### Clock routing

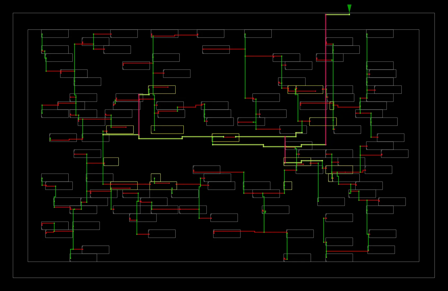
### Local utilization

Drawn at 2 px/um. The die is cut into 14 by 9 equal tiles; white is low, dark blue is high, 0 to 100% covered.
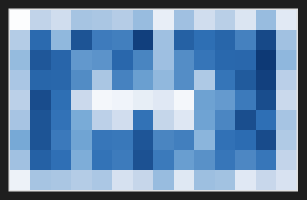
### Register map, names as in the netlist

Drawn at 3 px/um. Other sequential cells in the stronger gray, the rest of the logic in the fainter gray.
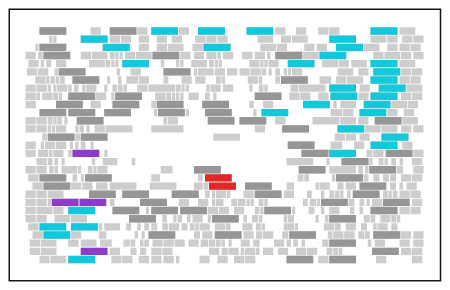
### Power grid

Drawn at 2 px/um. Pins as bars on the die edge. Tap cells in gray.
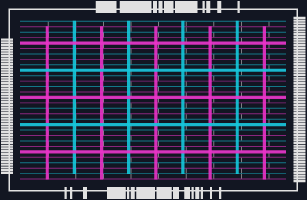
### Metal layers overlaid

Drawn at 3 px/um.
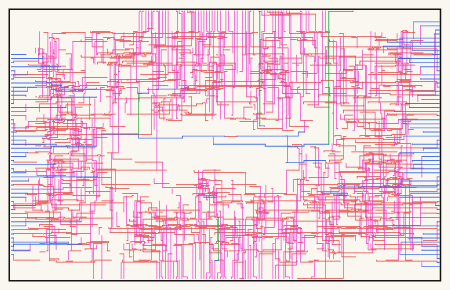
Design wb_host_master, sky130hd; sources not shown.
==> impl_metrics.xml <==
<?xml version="1.0" encoding="UTF-8"?>
<metrics>
  <group name="worst_setup_path">
    <metric name="cell_by_cell_listing_of_the_critical_path" unit="">or2_2 &gt; clkdlybuf4s50_1</metric>
    <metric name="critical_path_class" unit="">reg -&gt; out</metric>
    <metric name="worst_setup_sp_type" unit="">flip-flop</metric>
    <metric name="reg_to_reg_slack_setup" unit="ns">0.52</metric>
    <metric name="timing.critical_path.slowest_cell_delay" unit="ns">0.55</metric>
    <metric name="worst-endpoint-required" unit="ns">1.76</metric>
    <metric name="critPathCaptureType" unit="">output port</metric>
    <metric name="cp.arrival" unit="ns">1.66</metric>
    <metric name="worstRegToRegCells" unit="">5</metric>
  </group>
  <group name="clock_network">
    <metric name="clkTransAtPathRegs" unit="ns">0.07</metric>
    <metric name="cts_post_setup_buffers_inserted" unit="">0</metric>
    <metric name="cts.htree.levels" unit="">3</metric>
    <metric name="cts_resized" unit="">2</metric>
    <metric name="insertion_delay" unit="ns">0.33</metric>
    <metric name="max-clock-path-buffers" unit="">2</metric>
    <metric name="clkSinkCount" unit="">104</metric>
    <metric name="cts_tree" unit="">done</metric>
    <metric name="root_cell_of_the_clock_tree" unit="">sky130_fd_sc_hd__clkbuf_16</metric>
    <metric name="ctsHoldBuffers" unit="">0</metric>
  </group>
  <group name="synthesis">
    <metric name="synth-cells-yosys" unit="">375</metric>
    <metric name="synthTopCellsByArea" unit="">sky130_fd_sc_hd__dfrtp_1 61%, sky130_fd_sc_hd__mux2_4 13%, sky130_fd_sc_hd__nand2_1 8.5%, sky130_fd_sc_hd__o21ai_0 7.7%, sky130_fd_sc_hd__nand2b_1 4.7%</metric>
    <metric name="synth_top_cell_by_area" unit="">sky130_fd_sc_hd__dfrtp_1</metric>
    <metric name="yosysWarningCount" unit="">0</metric>
    <metric name="synth_top_area_share" unit="">0.611</metric>
    <metric name="synth_area_per_cell" unit="sq um">11.4</metric>
    <metric name="synth_seq_share" unit="">0.611</metric>
    <metric name="fp_nets" unit="">481</metric>
    <metric name="post_synth_instance_area" unit="sq um">4260</metric>
    <metric name="postSynthRegisterBits" unit="">104</metric>
    <metric name="syn_inst" unit="">375</metric>
    <metric name="number_of_synthesized_flops_with_an_enable_pin" unit="">0</metric>
    <metric name="yosys-stat-area" unit="sq um">4260</metric>
    <metric name="flop_cell" unit="">sky130_fd_sc_hd__dfrtp_1</metric>
    <metric name="asyncSetResetFlopFracSynth" unit="">1.00</metric>
    <metric name="netlist-cell-type-count" unit="">18</metric>
  </group>
  <group name="floorplan">
    <metric name="floorplan.die_area" unit="sq um">12900</metric>
    <metric name="io_pins" unit="">213</metric>
    <metric name="row_count" unit="">29</metric>
  </group>
  <group name="timing">
    <metric name="final_critical_path_setup_slack" unit="ns">0.0980</metric>
    <metric name="final_period_minus_worst_setup_slack" unit="ns">2.10</metric>
    <metric name="worstMarginPinSlew" unit="ns">1.36</metric>
    <metric name="setup_violations" unit="">0</metric>
    <metric name="tns" unit="ns">0</metric>
    <metric name="fmax" unit="MHz">476</metric>
    <metric name="fin_skew" unit="ns">0.00705</metric>
    <metric name="grt_setup_unrepaired" unit="">false</metric>
    <metric name="layout_worst_path_cycle_share" unit="">0.955</metric>
    <metric name="final-hold-violation-count" unit="">0</metric>
    <metric name="final_hold_slack" unit="ns">0.0258</metric>
    <metric name="final-max-slew-violation-count" unit="">0</metric>
    <metric name="slew_headroom" unit="">0.0948</metric>
  </group>
  <group name="cells_and_area">
    <metric name="area.combinational" unit="sq um">1500</metric>
    <metric name="post_layout_nonfiller_instances" unit="">741</metric>
    <metric name="layout.cells.most_common" unit="">sky130_fd_sc_hd__clkdlybuf4s50_1</metric>
    <metric name="num-nets-final" unit="">703</metric>
    <metric name="lay_top_cells" unit="">208 x sky130_fd_sc_hd__clkdlybuf4s50_1, 104 x sky130_fd_sc_hd__dfrtp_1, 96 x sky130_fd_sc_hd__nand2_1, 66 x sky130_fd_sc_hd__o21ai_0, 36 x sky130_fd_sc_hd__mux2_4</metric>
    <metric name="num-fill-cells" unit="">817</metric>
    <metric name="antenna_diode_count" unit="">0</metric>
    <metric name="areaGrowthSynthToFinish" unit="%">60.6</metric>
  </group>
  <group name="grt">
    <metric name="grt_antenna_before_repair" unit="">0</metric>
    <metric name="gr-total-overflow" unit="">0</metric>
    <metric name="grt_max_degree" unit="">56</metric>
    <metric name="grt_first_pass_wirelength" unit="mm">19.4</metric>
    <metric name="grt_pass1_vias" unit="">3672</metric>
  </group>
  <group name="placed_design">
    <metric name="placement_stage_worst_setup_slack" unit="ns">-0.0851</metric>
    <metric name="portBuffers" unit="">210</metric>
    <metric name="finalWeightedCongestion" unit="">0.853</metric>
    <metric name="placed_cells_incl_taps" unit="">725</metric>
    <metric name="dp_hpwl" unit="mm">9.52</metric>
  </group>
  <group name="worst_hold_path">
    <metric name="holdCritPathClass" unit="">in -&gt; async</metric>
  </group>
  <group name="flow_run">
    <metric name="timing.max_cap.violations" unit="">0</metric>
    <metric name="number_of_warnings_in_the_stage_logs" unit="">26</metric>
  </group>
  <group name="power_and_ir_drop">
    <metric name="p_leak" unit="uW">0.00303</metric>
    <metric name="powerDensity" unit="nW/um^2">1360</metric>
  </group>
  <group name="routing">
    <metric name="vias" unit="">3514</metric>
    <metric name="route.detailed.drc" unit="">0</metric>
    <metric name="detail-route-antenna-nets" unit="">0</metric>
    <metric name="total_iterations_of_the_first_detailed_routing_run" unit="">4</metric>
    <metric name="route.detailed.vias_per_inst" unit="">4.74</metric>
    <metric name="wire_per_inst" unit="um">16.7</metric>
  </group>
  <group name="status">
    <metric name="run_status" unit="">finished clean</metric>
  </group>
</metrics>
-- 'Clock routing' (at the start) --
clock buffers created by TritonCTS: 9
tally of clock buffers in the finished layout: 12
number of sequential cells in the layout: 104

-- 'Local utilization' (at the start) --
densest ninth of the die: east
fullest tile: 96%
nearly empty tiles: 0.80%
mean over tiles: 52%
tiles over 75% full: 21%
final core utilization: 0.653
Core Util at FP: 0.407
core area: 10500 sq um

-- 'Register map, names as in the netlist' (at the start) --
[purple] wbm_sel_o | flops: 4
[red] state_q | flops: 2
[cyan] wbm_adr_o | flops: 32 | where: all over the die
not colored: 66
power in sequential cells: 3230 uW
register fraction of the total cell area: 0.380
area occupied by registers: 2600 sq um

-- 'Power grid' (at the start) --
[cyan] VDD
[magenta] VSS
tap cells: 139
met4 straps: 9
met1 rails: 30
height of the die: 90.0 um
VDD IR-drop max: 779 uV
Die Span X: 143 um

-- 'Metal layers overlaid' (at the start) --
[green] metal 4 | wire length: 119 um
[magenta] metal 2 | wire length: 5790 um
[blue] metal 3 | wire length: 1080 um
[red] metal 1 | wire length: 5380 um
overall routing resource usage: 0.190
Total Routed Length: 12.4 mm

logic make-up after synthesis:
logic type	synth area share
simple gates	0.139
compound gates	0.0804
buf+inv	0.0370
mux	0.132
flops	0.611
other cells	0.000880
critical path, delay by kind of cell (launching register included):
kind	cells	cell delay (ns)
buffers and inverters	1	0.55
DFF	1	0.45
and+or+nand+nor	1	0.34
final cells by class:
type | instances | share of cell area
Buffer | 27 | 0.0214
Clock inverter | 4 | 0.00786
Timing Repair Buffer | 211 | 0.308
Sequential cell | 104 | 0.380
Inverter | 3 | 0.00165
Clock buffer | 12 | 0.0360
Tap cell | 139 | 0.0254
Multi-Input combinational cell | 241 | 0.220
stage by stage:
step                total power, uW   util  area, sq um
finish                         9330  0.653         6840
global route                   9840  0.653         6840
floorplan                      5450      -         4260
CTS                            9440  0.655         6870
global placement               7650  0.624         6540
detailed placement             7800  0.626         6560
synth_stat cells (2+ instances only):
library cell / n
sky130_fd_sc_hd__inv_1: 3
sky130_fd_sc_hd__nand2b_1: 32
sky130_fd_sc_hd__clkbuf_1: 20
sky130_fd_sc_hd__o21ai_0: 66
sky130_fd_sc_hd__buf_6: 5
sky130_fd_sc_hd__buf_4: 2
sky130_fd_sc_hd__nand2_1: 96
sky130_fd_sc_hd__nor2_1: 3
sky130_fd_sc_hd__dfrtp_1: 104
sky130_fd_sc_hd__mux2_4: 36
power breakdown:
group | switching (uW) | leakage (uW) | total [uW] | internal (uW)
sequential | 501 | 0.00130 | 3230 | 2730
combinational | 2170 | 0.00159 | 4500 | 2340
clock | 679 | 0.000139 | 1600 | 917
layer usage:
layer  wire, um  GRT usage  part of all wire
met1       5380      0.252              0.43
met3       1080     0.0626             0.087
met2       5790      0.305              0.47
met4        119     0.0431            0.0096
met5          0          0                 0
Power is estimated from default activity; no workload was simulated.
